[src/rtl/button_array_debounce.sv]
// Per-bit push-button debouncer: 2-flop synchronizer, stability counter, press/release pulses, sticky pending flags.
// Optional macro BUTTON_ARRAY_RELEASE_EVENT_EN enables the btn_release pulse logic; otherwise btn_release is tied to 0.
module button_array_debounce #(
    parameter int WIDTH           = 3,
    parameter int DEBOUNCE_CYCLES = 50000
) (
    input  logic             clk,
    input  logic             reset_n,
    input  logic [WIDTH-1:0] btn_n,
    input  logic [WIDTH-1:0] ack,
    output logic [WIDTH-1:0] btn_state,
    output logic [WIDTH-1:0] btn_press,
    output logic [WIDTH-1:0] btn_release,
    output logic [WIDTH-1:0] pending
);

    localparam int CW = $clog2(DEBOUNCE_CYCLES);
    localparam logic [CW-1:0] CNT_LAST = CW'(DEBOUNCE_CYCLES - 1);
    localparam logic [CW-1:0] CNT_ONE  = CW'(1);

    logic [WIDTH-1:0] sync1_q, sync2_q;
    logic [WIDTH-1:0] state_q, state_d;
    logic [WIDTH-1:0] press_q, press_d;
    logic [WIDTH-1:0] pending_q, pending_d;
    logic [CW-1:0]    cnt_q [WIDTH];
    logic [CW-1:0]    cnt_d [WIDTH];

    // Counter only advances while the synchronized level disagrees with the debounced state.
    always_comb begin
        state_d = state_q;
        for (int i = 0; i < WIDTH; i++) begin
            cnt_d[i] = cnt_q[i];
            if (~sync2_q[i] != state_q[i]) begin
                if (cnt_q[i] == CNT_LAST) begin
                    cnt_d[i]   = '0;
                    state_d[i] = ~state_q[i];
                end else begin
                    cnt_d[i] = cnt_q[i] + CNT_ONE;
                end
            end else begin
                cnt_d[i] = '0;
            end
        end
        press_d   = state_d & ~state_q;
        pending_d = press_d | (pending_q & ~ack);
    end

    always_ff @(posedge clk or negedge reset_n) begin
        if (!reset_n) begin
            sync1_q   <= '1;
            sync2_q   <= '1;
            state_q   <= '0;
            press_q   <= '0;
            pending_q <= '0;
            for (int i = 0; i < WIDTH; i++) cnt_q[i] <= '0;
        end else begin
            sync1_q   <= btn_n;
            sync2_q   <= sync1_q;
            state_q   <= state_d;
            press_q   <= press_d;
            pending_q <= pending_d;
            for (int i = 0; i < WIDTH; i++) cnt_q[i] <= cnt_d[i];
        end
    end

`ifdef BUTTON_ARRAY_RELEASE_EVENT_EN
    logic [WIDTH-1:0] release_q, release_d;

    always_comb begin
        release_d = state_q & ~state_d;
    end

    always_ff @(posedge clk or negedge reset_n) begin
        if (!reset_n) release_q <= '0;
        else          release_q <= release_d;
    end

    assign btn_release = release_q;
`else
    assign btn_release = '0;
`endif

    assign btn_state = state_q;
    assign btn_press = press_q;
    assign pending   = pending_q;

endmodule

[config.mk]
export PLATFORM = sky130hd
export DESIGN_NAME = button_array_debounce
export DESIGN_NICKNAME = d
export VERILOG_FILES = /design/src/rtl/button_array_debounce.sv
export SDC_FILE = /design/constraint.sdc
export NUM_CORES = 1
export LEC_CHECK = 0
export ABC_AREA = 1
export CORE_ASPECT_RATIO = 2
export CORE_MARGIN = 1
export CORE_UTILIZATION = 40
export DETAILED_ROUTE_END_ITERATION = 6
export DONT_BUFFER_PORTS = 1
export PLACE_DENSITY = 0.57
export SLEW_MARGIN = 20
export SYNTH_ARGS = -nofsm -noshare
export SYNTH_HDL_FRONTEND = slang
export SYNTH_SLANG_ARGS = --single-unit
[constraint.sdc]
create_clock -name clk -period 3.9 [get_ports clk]
set_clock_uncertainty 0.1 [all_clocks]
set_input_delay 0.39 -clock clk [delete_from_list [all_inputs] [get_ports clk]]
set_output_delay 0.39 -clock clk [all_outputs]
set_load 0.1 [all_outputs]
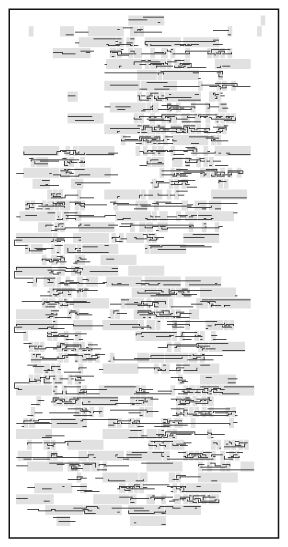
run_1/m1.png
(4 px per um) Cells faint in the background.
wire length on this layer: 2840 um
longest straight run: 17.9 um
share of all routed wire: 39%
nets with wire on the layer: 449
main direction: horizontal
GR Util met1: 19.77%
final WL: 7212 um
via count: 2732

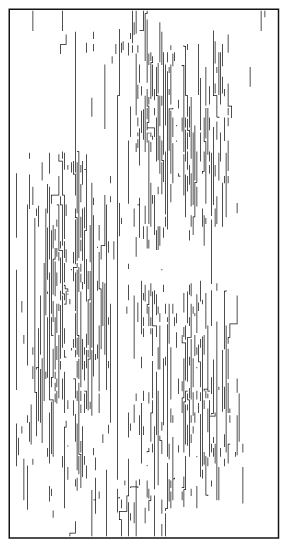
run_1/m2.png
(4 px per um)
nets with wire on the layer: 357
share of all routed wire: 56%
main direction: vertical
wire length on this layer: 4010 um

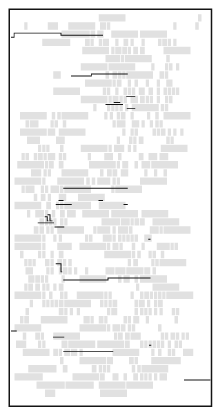
run_1/m3.png
(3 px per um) Cells faint in the background.
nets with wire on the layer: 14
longest straight run: 21.2 um
share of all routed wire: 2.4%
wire length on this layer: 172 um

==> job_summary.md, run 1 <==
### Flow metrics

| Metric | Value |
|---|---|
| Status | `completed` |
| Row cnt | `between 40 and 50` |
| Cts hold-fix bufs | `5` |
| Final Hold Vio Count | `0` |
| Die Area | `0.008820 sq mm` |
| Starting density of the core | `40.94%` |
| Worst-path cell chain | `or2_1 > nand2_1 > inv_1 > nor3b_2` |
| Clock power share | `50.5%` |
| Mux share | `0%` |
| Slew headroom | `34.85%` |
| CTS clk-pin slew, worst paths | `0.05 ns` |
| Clock buffer depth | `2` |
| Post-placement cell count | `~550` |
| Clk cell area share | `7.446%` |
| Syn Std Cell Area | `roughly 0.0034 sq mm` |
| Synthesized area per cell | `approximately 7.5 sq um` |
| DP HPWL | `between 5000 and 6000 um` |
| Yosys cell count | `451` |
| Pleak | `about 1.8 nW` |
| Worst setup EP type | `flip-flop` |
| ANT nets after route | `0` |
| CP Max Fanout | `7` |
| GR Overflow Total | `0` |
| Gate power share | `4.1%` |
| Non-clk bufs | `5` |
| Storage element area | `0.001584 sq mm` |
| Area after DPL | `0.003478 sq mm` |
| Synth area leader | `dfrtp_1` |
| Most area-consuming cells after synthesis | `dfrtp_1, nand2_1, nor2_1` |
| Unrepaired setup endpoints after global routing | `false` |
| Htree depth | `3` |
| Yosys reg bits | `roughly 63` |
| Dominant cell area share | `a little over two fifths` |
| Cell with the most instances after synthesis | `nand2_1` |
| Clk power | `0.754 mW` |
| CP required | `4.06 ns` |
| Combinational gate area | `0.001558 sq mm` |
| AND-OR/OR-AND share of the synthesized area | `slightly below 3%` |
| Root Driver | `clkbuf_16` |
| Fraction of registers with async set/reset | `100.0%` |
| Cell Pwr Density | `slightly below 400 mW/mm^2` |
| Met2 wire length | `approximately 4000 um` |
| Tool warning count | `26` |
| Period utilization | `a little under 50%` |
| Worst hold slack | `0.04866 ns` |
| Top Usage Layer GRT | `met2` |
| Yosys stat chip area | `0.003371 sq mm` |
| Post-layout minimum cycle time | `1.899 ns` |
| Setup TNS | `0 ns` |
| Crit path kind | `reg -> reg` |
| Flop count | `63` |
| Initial DRC Count | `approximately 150` |
| Comb pwr | `0.0613 mW` |
| Top-level I/O count | `20` |
## run 1: sequential cells by signal, summed over array words and instances, names as in the netlist
signal,flops
cnt_q,48
pending,3
btn_state,3
sync2_q,3
btn_press,3
sync1_q,3
## run 1: worst paths after layout
kind | from | to | slack [ns] | depth (start not counted)
max in group asynchronous | reset_n | sync1_q[0] | 2.89 | 2
min in group asynchronous | reset_n | cnt_q[9] | 0.49 | 2
setup reg to reg | btn_state[2] | cnt_q[5] | 2.00 | 4
hold reg to reg | sync1_q[0] | sync2_q[0] | 0.25 | 0
setup / recovery | btn_state[2] | cnt_q[5] | 2.00 | 4
hold / removal | ack[1] | pending[1] | 0.05 | 1
run_1/congestion_map.png
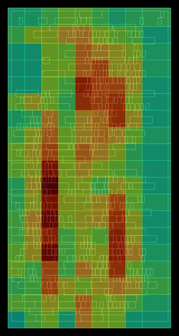

==> run 2: changes to the inputs <==
Settings changed: PLACE_DENSITY 0.57 to 0.59.
Clock period 3.9 ns to 1.7 ns, I/O delays scaled along.
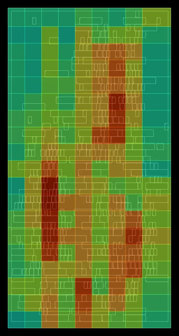
run_2/congestion_map.png
All-Layer GR Usage: 19.11%
GR Util met1: 19.44%
Core Util, Final: 47.33%

==> run 2 against run 1 <==
Net effect:
- the flow now finishes with violations (hold timing)
- worst hold slack lost 0.62 ns
- cell area grew 1.7%
- count of clock-buffer cells in the layout shrank 1
- cell count grew 1.9%
- power grew 130%
- maximum frequency grew 21%
- critical path type unchanged
- largest power group unchanged
- register-to-register slack lost 1.9 ns
==> job_summary.md, run 2 <==
### Flow metrics

| Metric | Value |
|---|---|
| Clk cell area share | `7.225% (-0.22 points)` |
| Final Hold Vio Count | `63 (+63)` |
| Post-placement cell count | `558 (+1.8%)` |
| GR Overflow Total | `0 (unchanged)` |
| DP HPWL | `5589 um (+6.5%)` |
| Psw | `0.7742 mW` |
| Pleak | `1.831 nW (+2.8%)` |
| Die height | `131.8 um` |
| Net count, final | `roughly 490` |
| Unrepaired setup endpoints after global routing | `false` |
| FF-to-FF setup slack | `0.14 ns (-1.86 ns)` |
| Syn Std Cell Area | `0.003371 sq mm (unchanged)` |
| Synthesized area per cell | `7.474 sq um (unchanged)` |
| Period utilization | `91.97% (+43 points)` |
| Flop count | `63 (unchanged)` |
| Gate power share | `3.3% (-0.8 points)` |
| Area after DPL | `0.003555 sq mm (+2.2%)` |
| Yosys cell count | `451 (unchanged)` |
| Comb pwr | `0.112 mW (+83%)` |
| Row cnt | `47 (unchanged)` |
| Setup TNS | `0 ns (unchanged)` |
| Dominant cell area share | `42.32% (unchanged)` |
| Via density | `around 5` |
| CP Max Fanout | `6 (-1)` |
| R2R cell count | `6 (+2)` |
| Status | `finished, violations left` |
| Met2 wire length | `4116 um (+2.7%)` |
| Most area-consuming cells after synthesis | `dfrtp_1, nand2_1, nor2_1` |
| Ratio of cells with drive above 1 in the final layout | `11.00%` |
| Pint | `2.596 mW` |
| Clock buffer depth | `2 (unchanged)` |
| Worst setup EP type | `flip-flop` |
| Die Area | `0.008820 sq mm (unchanged)` |
| CP required | `1.82 ns (-2.24 ns)` |
| Clock power share | `50.5% (about the same)` |
| CTS clk-pin slew, worst paths | `0.06 ns (about the same)` |
| Combinational gate area | `0.001558 sq mm (unchanged)` |
| Critical R2R Launch | `cnt_q[0]` |
| Top-level I/O count | `20 (unchanged)` |
| Max reg flops | `48 (unchanged)` |
| Clk power | `1.70 mW (+130%)` |
| Top Usage Layer GRT | `met2` |
| Yosys stat chip area | `0.003371 sq mm (unchanged)` |
| Via count | `2841 (+4.0%)` |
| Worst hold slack | `-0.5730 ns (-0.6217 ns)` |
| Final WL | `7343 um (+1.8%)` |
| Storage element area | `0.001585 sq mm (about the same)` |
| Crit path kind | `reg -> reg` |
| Cts hold-fix bufs | `6 (+1)` |
| Seq. pwr | `around 1.6 mW` |
| Htree depth | `3 (unchanged)` |
| Most flops, register | `cnt_q` |
| Non-clk bufs | `16 (+11)` |
| Root Driver | `clkbuf_16` |
| Violations in the final reports | `hold timing` |
| Yosys warnings | `0` |
| RR Endpoint | `cnt_q[0]` |
| ANT nets after route | `0 (unchanged)` |
| Tool warning count | `28 (+7.7%)` |
| Starting density of the core | `40.94% (unchanged)` |
| Fraction of registers with async set/reset | `100.0% (unchanged)` |
| Post-layout minimum cycle time | `1.564 ns (-0.3358 ns)` |
| Yosys reg bits | `63 (unchanged)` |
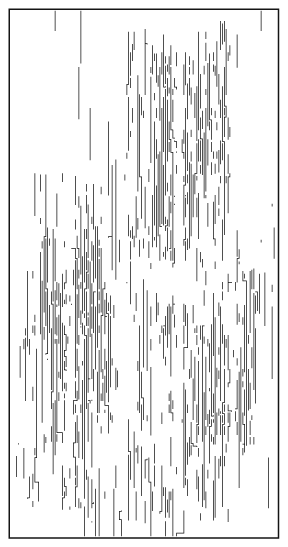
run_2/m2.png
(4 px per um)
nets with wire on the layer: 390
wire length on this layer: 4120 um
main direction: vertical
share of all routed wire: 56%

-- run 2: kinds of logic after synthesis --
| logic type | share of synthesized area [%] |
|---|---|
| AND-OR/OR-AND | 2.932 |
| flip-flops | 46.99 |
| AND/OR/NAND/NOR | 37.94 |
| other | 0.1113 |
| XOR/XNOR | 3.898 |
| buffers and inverters | 7.015 |
| adder cells (fa/ha/maj) | 1.114 |
-- run 2: worst max path at each step --
stage	startpoint	end	depth (start not counted)
floorplan	btn_state[1]	cnt_q[21]	4
global placement	cnt_q[16]	cnt_q[16]	6
detailed placement	cnt_q[16]	cnt_q[30]	6
CTS	cnt_q[16]	cnt_q[30]	6
global route	cnt_q[16]	cnt_q[30]	6
finish	cnt_q[0]	cnt_q[0]	6
run_2/m3.png
(3 px per um) Cells faint in the background.
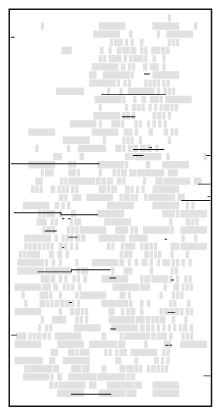

==> run 3: changes to the inputs <==
--- a/config.mk
+++ b/config.mk
@@ -13,5 +13,5 @@
 export DONT_BUFFER_PORTS = 1
 export PLACE_DENSITY = 0.59
-export SLEW_MARGIN = 20
+export SLEW_MARGIN = 25
 export SYNTH_ARGS = -nofsm -noshare
 export SYNTH_HDL_FRONTEND = slang
==> constraint.sdc (replaced) <==
create_clock -name clk -period 1.7 [get_ports clk]
set_clock_uncertainty 0.1 [all_clocks]
set_input_delay 0.34 -clock clk [delete_from_list [all_inputs] [get_ports clk]]
set_output_delay 0.34 -clock clk [all_outputs]
set_load 0.1 [all_outputs]
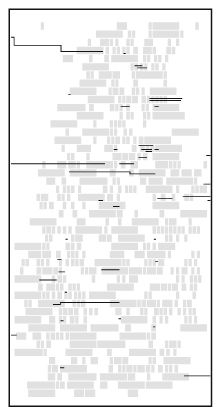
run_3/m3.png
(3 px per um) Cells faint in the background.
wire length on this layer: 216 um
nets with wire on the layer: 25
main direction: horizontal
share of all routed wire: 2.8%
longest straight run: 31.1 um

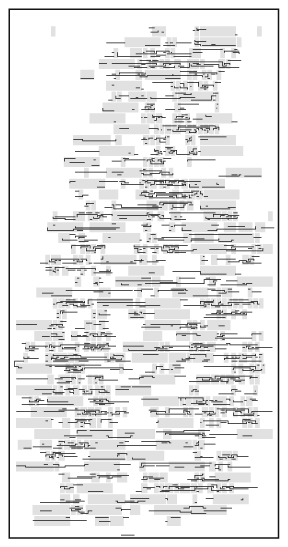
run_3/m1.png
(4 px per um) Cells faint in the background.
wire length on this layer: 2750 um
longest straight run: 18.4 um
via count: 2858
GR Util met1: 18.95%

==> run 3 against run 2 <==
Net effect:
- the run still ends with hold timing left
- sequential share of layout area fell by 0.22 points
- setup slack improved by 0.013 ns
- worst hold slack improved by 0.18 ns
- cell area rose by 0.55%
- core utilization rose by 0.26 points
- routed wire length rose by 4.7%
- largest power group unchanged
- highest routed layer unchanged
==> job_summary.md, run 3 <==
### Flow metrics

| Metric | Value |
|---|---|
| Status | `finished, violations left` |
| Violations in the final reports | `hold timing` |
| Pwr Total | `3.526 mW` |
| Worst setup path startpoint | `cnt_q[16]` |
| Top Usage Layer GRT | `met2` |
| Ratio of cells with drive above 1 in the final layout | `10.60% (-0.39 points)` |
| Most flops, register | `cnt_q` |
| Yosys reg bits | `63 (unchanged)` |
| Pleak | `1.846 nW (+0.85%)` |
| Worst hold slack | `-0.3972 ns (+0.1757 ns)` |
| CTS clk-pin slew, worst paths | `0.05 ns (about the same)` |
| Net count, final | `487 (-0.20%)` |
| Synth top cells by count | `nand2_1, nor2_1, dfrtp_1` |
| DP HPWL | `5901 um (+5.6%)` |
| Yosys stat chip area | `0.003371 sq mm (unchanged)` |
| Dominant cell area share | `42.32% (unchanged)` |
| Crit path kind | `reg -> reg` |
| Crit path depth | `6 (unchanged)` |
| Area after DPL | `0.003547 sq mm (-0.21%)` |
| Die height | `131.8 um (unchanged)` |
| Tool warning count | `28 (unchanged)` |
| Period utilization | `91.20% (-0.77 points)` |
| Via density | `4.936 (+0.77%)` |
| Seq. pwr | `1.56 mW (about the same)` |
| FF-to-FF setup slack | `0.15 ns (about the same)` |
| Setup crit end | `cnt_q[30]` |
| Storage element area | `0.001585 sq mm (unchanged)` |
| Unrepaired setup endpoints after global routing | `false` |
| Cts hold-fix bufs | `6 (unchanged)` |
| RR Endpoint | `cnt_q[30]` |
| Clk power | `1.86 mW (+9%)` |
| Psw | `0.7113 mW (-8.1%)` |
| Wire length on met1 | `2749 um` |
| Non-clk bufs | `15 (-1)` |
| Post-layout minimum cycle time | `1.550 ns (-0.01307 ns)` |
| Row cnt | `47 (unchanged)` |
| Clock power share | `52.7% (+2.2 points)` |
| CP required | `1.81 ns (about the same)` |
| R2R cell count | `6 (unchanged)` |
| Yosys cell count | `451 (unchanged)` |
| Largest net degree at the start of global routing | `64` |
| GR Overflow Total | `0 (unchanged)` |
| Combinational gate area | `0.001558 sq mm (unchanged)` |
| Final Hold Vio Count | `63 (unchanged)` |
| Main flop type | `dfrtp_1` |
| Max reg flops | `48 (unchanged)` |
| Pint | `2.815 mW (+8.4%)` |
| Top-level I/O count | `20 (unchanged)` |
| Met2 wire length | `4395 um (+6.8%)` |
| ANT nets after route | `0 (unchanged)` |
| Clock buffer depth | `2 (unchanged)` |
| Post-placement cell count | `557 (-0.18%)` |
| Starting density of the core | `40.94% (unchanged)` |
| Vias in the first global route | `2790` |
| Worst setup EP type | `flip-flop` |
| Final WL | `7685 um (+4.7%)` |
| All-Layer GR Usage | `19.92% (+0.81 points)` |
| Slack of the critical path | `0.1495 ns` |
| Clk cell area share | `7.921% (+0.70 points)` |
| Most area-consuming cells after synthesis | `dfrtp_1, nand2_1, nor2_1` |
| Sum of buffers and inverters on the critical path | `0` |
| Htree depth | `3 (unchanged)` |
| Critical R2R Launch | `cnt_q[16]` |
| Top class by area | `flip-flops and latches` |
| Flop count | `63 (unchanged)` |
| Max Cap Violations | `0` |
| Gate power share | `3.1% (-0.2 points)` |
| Yosys warnings | `0 (unchanged)` |
| Die Area | `0.008820 sq mm (unchanged)` |
| CP Max Fanout | `6 (unchanged)` |
| Syn Std Cell Area | `0.003371 sq mm (unchanged)` |
| Comb pwr | `0.111 mW (about the same)` |
| Synthesized area per cell | `7.474 sq um (unchanged)` |
[run 3: netlist changes by cell type in the layout (fill, tap and decap cells not counted), sizes merged]
cell	change
buf	-1
inv	-2
bufinv	+1
clkinvlp	-2
clkbuf	+3
[run 3: cell families after synthesis]
family	after synthesis	synth area share, %
AND/OR/NAND/NOR	292	37.94
flip-flops	63	46.99
other	1	0.1113
AND-OR/OR-AND	17	2.932
buffers and inverters	60	7.015
XOR/XNOR	15	3.898
adder cells (fa/ha/maj)	3	1.114
[run 3: worst register-to-register path, cell delays in order (launching register included)]
cell and delay, ns:
dfrtp_1 0.38, ha_1 0.26, nand3_2 0.15, nor3_1 0.15, nand2_1 0.18, nand2_2 0.16
nor2_1 0.06
Power is estimated from default activity; no workload was simulated.
